### Clock wiring as the flow saved it, run 1

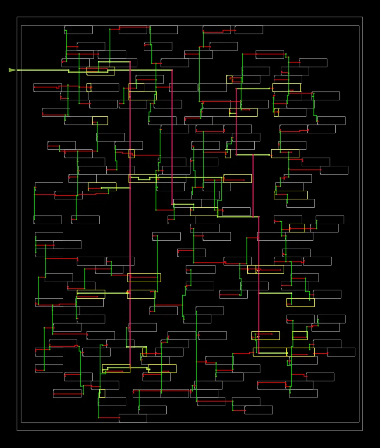
### Clock wires, drivers and flops, run 1

(3 px per um)
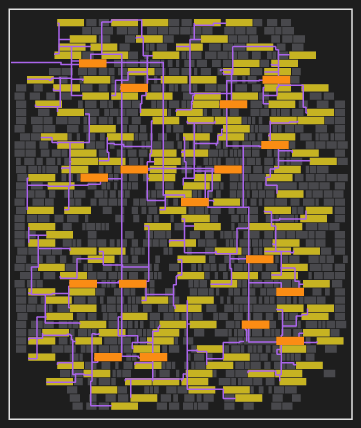
### Cell area per tile, run 1

(3 px per um) The die is cut into 11 by 14 equal tiles; white is low, dark blue is high, 0 to 100% covered.
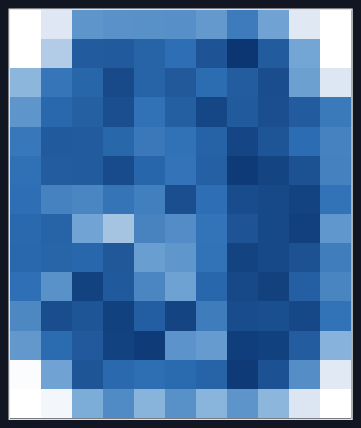
==> config.mk <==
export PLATFORM = sky130hd
export DESIGN_NAME = axi_rd_arbiter_flat
export DESIGN_NICKNAME = d
export VERILOG_FILES = /design/src/rtl/axi_rd_arbiter_pkg.sv /design/src/rtl/axi_rd_arbiter_if.sv /design/src/rtl/axi_rd_arbiter_rd_chan_ptr.sv /design/src/rtl/axi_rd_arbiter.sv /design/src/flat_wrapper.sv
export SDC_FILE = /design/constraint.sdc
export NUM_CORES = 1
export LEC_CHECK = 0
export ABC_AREA = 0
export ABC_CLOCK_PERIOD_IN_PS = 7650
export CAP_MARGIN = 20
export CORE_ASPECT_RATIO = 1.2
export CORE_UTILIZATION = 58
export CTS_CLUSTER_DIAMETER = 200
export DETAILED_ROUTE_END_ITERATION = 16
export HOLD_SLACK_MARGIN = 0.1
export PLACE_DENSITY = 0.87
export SYNTH_ARGS = -nofsm -noshare
export SYNTH_HDL_FRONTEND = slang
export SYNTH_SLANG_ARGS = --single-unit
==> constraint.sdc <==
create_clock -name clk -period 7.65 [get_ports clk]
set_input_delay 0.765 -clock clk [delete_from_list [all_inputs] [get_ports clk]]
set_output_delay 0.765 -clock clk [all_outputs]
set_load 0.005 [all_outputs]
==> results.rst, run 1 <==
Flow metrics
------------

.. list-table::
   :header-rows: 1

   * - Metric
     - Value
   * - # clock sinks
     - 152
   * - Global-route usage over all layers
     - 32.4%
   * - Placer congestion estimate
     - 0.935
   * - Clock tree from TritonCTS
     - done
   * - Antenna diode count
     - 0
   * - Final hold viol count
     - 0
   * - Aggregate routed wire length
     - 24.1 mm
   * - Comb pwr share
     - 26.5%
   * - Worst R2R Path Depth
     - 7
   * - Count of distinct cell types in the synthesized netlist
     - 53
   * - Outcome
     - finished clean
   * - Most common library cell in the layout ignoring fill and taps
     - sky130_fd_sc_hd__clkdlybuf4s50_1
   * - Minimum period implied by the final worst setup slack
     - 3.13 ns
   * - Worst path required time
     - 7.97 ns
   * - Most used DFF post-synth
     - sky130_fd_sc_hd__dfrtp_1
   * - Number of placement rows
     - 48
   * - Total stage count of the critical path
     - 7
   * - Type of the most critical hold path
     - primary input to async pin
   * - # Post-CTS Setup Buffers
     - 0
   * - Worst Slack Setup Final
     - 4.52 ns
   * - Post-Place Worst Slack
     - 4.42 ns
   * - Most used cells in the layout excluding fill and tap cells
     - sky130_fd_sc_hd__clkdlybuf4s50_1 (154), sky130_fd_sc_hd__dfrtp_1 (150), sky130_fd_sc_hd__xnor2_1 (92)
## Picture notes: 'Clock wiring as the flow saved it'
TritonCTS Buffers: 17
skew final: 0.00775 ns

## Picture notes: 'Clock wires, drivers and flops'
- yellow: flip-flops (count 152)
- orange: clock drivers (count 17)
- purple: clock wires (length 1890 um)
- routed clock nets: 18
- flops lie: widely spread
Clock Latency Late Sink: 0.43 ns
clock network power consumption: 0.000875 W
clock power share: 32.4%

## Picture notes: 'Cell area per tile'
- nearly empty tiles: 4.5%
- tiles over 75% full: 52%
- fullest tile: 98%
final core occ: 75.5%
FP Util: 59.8%
Core Region: 14500 sq um

run 1: synth_stat cells, types with 2 or more instances:
cell / count / area [sq um]
sky130_fd_sc_hd__buf_2: 11 / 55.1
sky130_fd_sc_hd__clkbuf_1: 29 / 109
sky130_fd_sc_hd__nor2_1: 57 / 214
sky130_fd_sc_hd__nor4_1: 23 / 144
sky130_fd_sc_hd__nor3_1: 16 / 80.1
sky130_fd_sc_hd__nand2_1: 83 / 312
sky130_fd_sc_hd__and3b_1: 2 / 17.5
sky130_fd_sc_hd__nand3_1: 26 / 130
sky130_fd_sc_hd__a211oi_1: 4 / 30.0
sky130_fd_sc_hd__a21oi_1: 40 / 200
sky130_fd_sc_hd__o2111ai_1: 2 / 17.5
sky130_fd_sc_hd__o21ai_0: 52 / 260
sky130_fd_sc_hd__dfrtp_1: 150 / 3750
sky130_fd_sc_hd__and3_1: 6 / 37.5
sky130_fd_sc_hd__inv_1: 9 / 33.8
sky130_fd_sc_hd__nand3b_1: 4 / 30.0
sky130_fd_sc_hd__xnor2_1: 92 / 806
sky130_fd_sc_hd__or3_1: 7 / 43.8
sky130_fd_sc_hd__o32ai_1: 3 / 26.3
sky130_fd_sc_hd__xor2_1: 76 / 666
sky130_fd_sc_hd__nand2b_1: 3 / 18.8
sky130_fd_sc_hd__buf_1: 8 / 30.0
sky130_fd_sc_hd__a21boi_0: 2 / 15.0
sky130_fd_sc_hd__a31oi_1: 5 / 31.3
sky130_fd_sc_hd__nand4_1: 20 / 125
sky130_fd_sc_hd__and4_1: 3 / 26.3
sky130_fd_sc_hd__mux2i_1: 30 / 300
sky130_fd_sc_hd__nor4b_1: 3 / 26.3
sky130_fd_sc_hd__a2111oi_2: 2 / 30.0
sky130_fd_sc_hd__mux2_2: 73 / 822
sky130_fd_sc_hd__dfstp_2: 2 / 52.6
sky130_fd_sc_hd__ha_1: 2 / 25.0
sky130_fd_sc_hd__or2_2: 4 / 25.0
sky130_fd_sc_hd__a41o_1: 2 / 20.0
run 1: power groups by stage:
stage                     combinational [W]  sequential (W)  clock, W
after detailed placement           0.000708         0.00112         0
final                              0.000714         0.00111  0.000875
after CTS                          0.000716         0.00111  0.000877
after global routing               0.000776         0.00113  0.000913
after floorplan                    0.000384         0.00106         0
after global placement             0.000685         0.00111         0
run 1: logic make-up after synthesis:
| logic type | synth area share, % |
|---|---|
| muxes | 12.9 |
| adders and majority gates | 0.288 |
| buffers and inverters | 2.62 |
| AOI/OAI and AO/OA | 8.39 |
| xor gates and xnor gates | 16.9 |
| DFF | 43.8 |
| and+or+nand+nor | 15.1 |
run 1: area by class of cell:
class | instances | area (sq um) | area share [%]
clock buffers | 24 | 492 | 4.48
clock inverters | 8 | 118 | 1.07
inverters | 9 | 33.8 | 0.308
multi-input cells | 661 | 4670 | 42.6
flip-flops and latches | 152 | 3810 | 34.7
well taps | 200 | 250 | 2.28
repair buffers | 162 | 1600 | 14.6
run 1: metal layers:
metal  routed length [um]  GRT usage, %  share of wire, %  vias to the layer above
li1                     -             -                 -                     3311
met1                 9560          40.0                40                     3497
met2                11800          54.3                49                      353
met3                 1570          5.48               6.5                       66
met4                 1100          17.5               4.6                        0
met5                    0             0                 0                        -
### M1 wires, run 1

(2 px per um) Supply wires on this layer in grey.
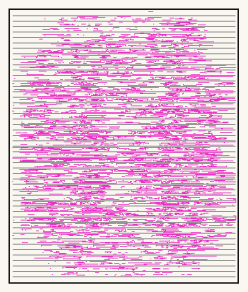

==> run 1 -> run 2 <==
--- a/config.mk
+++ b/config.mk
@@ -6,14 +6,14 @@
 export NUM_CORES = 1
 export LEC_CHECK = 0
 export ABC_AREA = 0
-export ABC_CLOCK_PERIOD_IN_PS = 7650
+export ABC_CLOCK_PERIOD_IN_PS = 3000
 export CAP_MARGIN = 20
 export CORE_ASPECT_RATIO = 1.2
-export CORE_UTILIZATION = 58
+export CORE_UTILIZATION = 53
 export CTS_CLUSTER_DIAMETER = 200
 export DETAILED_ROUTE_END_ITERATION = 16
 export HOLD_SLACK_MARGIN = 0.1
-export PLACE_DENSITY = 0.87
+export PLACE_DENSITY = 0.81
 export SYNTH_ARGS = -nofsm -noshare
 export SYNTH_HDL_FRONTEND = slang
 export SYNTH_SLANG_ARGS = --single-unit
==> constraint.sdc (replaced) <==
create_clock -name clk -period 3 [get_ports clk]
set_input_delay 0.3 -clock clk [delete_from_list [all_inputs] [get_ports clk]]
set_output_delay 0.3 -clock clk [all_outputs]
set_load 0.005 [all_outputs]
### M1 wires, run 2

(2 px per um) Supply wires on this layer in grey.
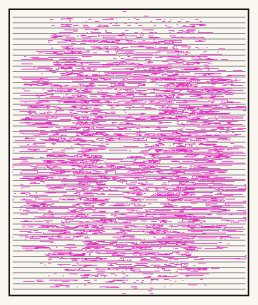
- longest straight run: 29.4 um
- wire length on this layer: 10000 um
- nets with wire on the layer: 1019
met1 track demand over resource in global routing: 37.1%
routed vias: 7225

### Clock wires, drivers and flops, run 2

(3 px per um)
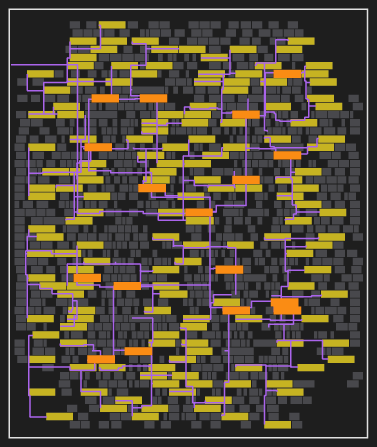
- orange: clock drivers (count 17)
- purple: clock wires (length 1920 um)
- yellow: flip-flops (count 152)
- routed clock nets: 18
clock network power consumption: 0.00249 W
clock power share: 34.7%
skew final: 0.00592 ns

==> results.rst, run 2 <==
Flow metrics
------------

.. list-table::
   :header-rows: 1

   * - Metric
     - Value
   * - Top cell type by total area after synthesis
     - sky130_fd_sc_hd__dfrtp_1
   * - Dominant cell by count in the synthesized netlist
     - sky130_fd_sc_hd__dfrtp_1
   * - Outcome
     - finished clean
   * - Placer congestion estimate
     - 0.987
   * - Worst R2R Path Depth
     - 7
   * - Top post-synthesis cells by count
     - sky130_fd_sc_hd__dfrtp_1 (150), sky130_fd_sc_hd__xnor2_1 (92), sky130_fd_sc_hd__nand2_1 (83)
   * - FP Util
     - 54.9%
   * - Final hold viol count
     - 0
   * - Most used cells in the layout excluding fill and tap cells
     - sky130_fd_sc_hd__clkdlybuf4s50_1 (154), sky130_fd_sc_hd__dfrtp_1 (150), sky130_fd_sc_hd__xnor2_1 (92)
   * - Top cells by area, synth
     - sky130_fd_sc_hd__dfrtp_1 (43%), sky130_fd_sc_hd__mux2_2 (9.5%), sky130_fd_sc_hd__xnor2_1 (9.3%)
   * - Most used DFF post-synth
     - sky130_fd_sc_hd__dfrtp_1
   * - Global-route usage over all layers
     - 30.2%
   * - Clock tree from TritonCTS
     - done
   * - Most common library cell in the layout ignoring fill and taps
     - sky130_fd_sc_hd__clkdlybuf4s50_1
   * - Worst path required time
     - 3.31 ns
   * - # clock sinks
     - 152
   * - Antenna diode count
     - 0
   * - Minimum period implied by the final worst setup slack
     - 2.78 ns
   * - Core Region
     - 15800 sq um
   * - Number of placement rows
     - 50
   * - Type of the most critical hold path
     - primary input to register
   * - Final antenna-violating net count
     - 0
   * - # Post-CTS Setup Buffers
     - 0
==> run 2: per-layer routing <==
layer,vias up,part of all wire [%],track usage (%)
li1,3369,-,-
met1,3548,41,37.1
met2,251,50,51.9
met3,57,4.8,5.21
met4,0,3.9,14.1
met5,-,0,0
==> run 2: power breakdown <==
group          internal (W)  switching [W]  total, W  leakage [nW]
clock               0.00159       0.000898   0.00249         0.327
combinational       0.00102       0.000859   0.00188          2.37
sequential          0.00244       0.000375   0.00281          1.79
==> run 2: per-stage QoR <==
stage               setup slack [ns]  utilization, %  hold WS, ns
floorplan                      0.387               -      0.00441
global placement               0.280            66.8        0.266
detailed placement             0.215            66.8        0.268
CTS                            0.219            71.2        0.296
global route                 0.00933            71.2        0.348
finish                         0.217            71.2        0.306
==> run 2: cell families after synthesis <==
group / count (synthesis) / share of synthesized area (%)
buffers and inverters: 57 / 2.62
XOR/XNOR: 168 / 16.9
multiplexers: 103 / 12.9
AND-OR/OR-AND: 124 / 8.39
adder cells (fa/ha/maj): 2 / 0.288
flip-flops: 152 / 43.8
AND/OR/NAND/NOR: 264 / 15.1
==> run 2: worst max-delay path, delay by kind of cell (launching register included) <==
| kind | cells | cell delay [ns] |
|---|---|---|
| flops | 1 | 0.50 |
| compound gates | 3 | 0.85 |
| xor+xnor | 1 | 0.30 |
| simple gates | 3 | 1.00 |
==> run 2: area by class of cell <==
cell class / instances / area [sq um] / share of cell area (%)
Inverter: 9 / 33.8 / 0.300
Sequential cell: 152 / 3810 / 33.8
Tap cell: 208 / 260 / 2.31
Multi-Input combinational cell: 661 / 4670 / 41.5
Clock inverter: 14 / 244 / 2.17
Clock buffer: 18 / 439 / 3.90
Timing Repair Buffer: 186 / 1810 / 16.1
==> run 2: what timing repair did <==
item                                   in CTS  in global routing
gates resized                               0                  0
hold buffers                                1                  0
endpoints found under the hold margin      44                  0
Power is estimated from default activity; no workload was simulated.
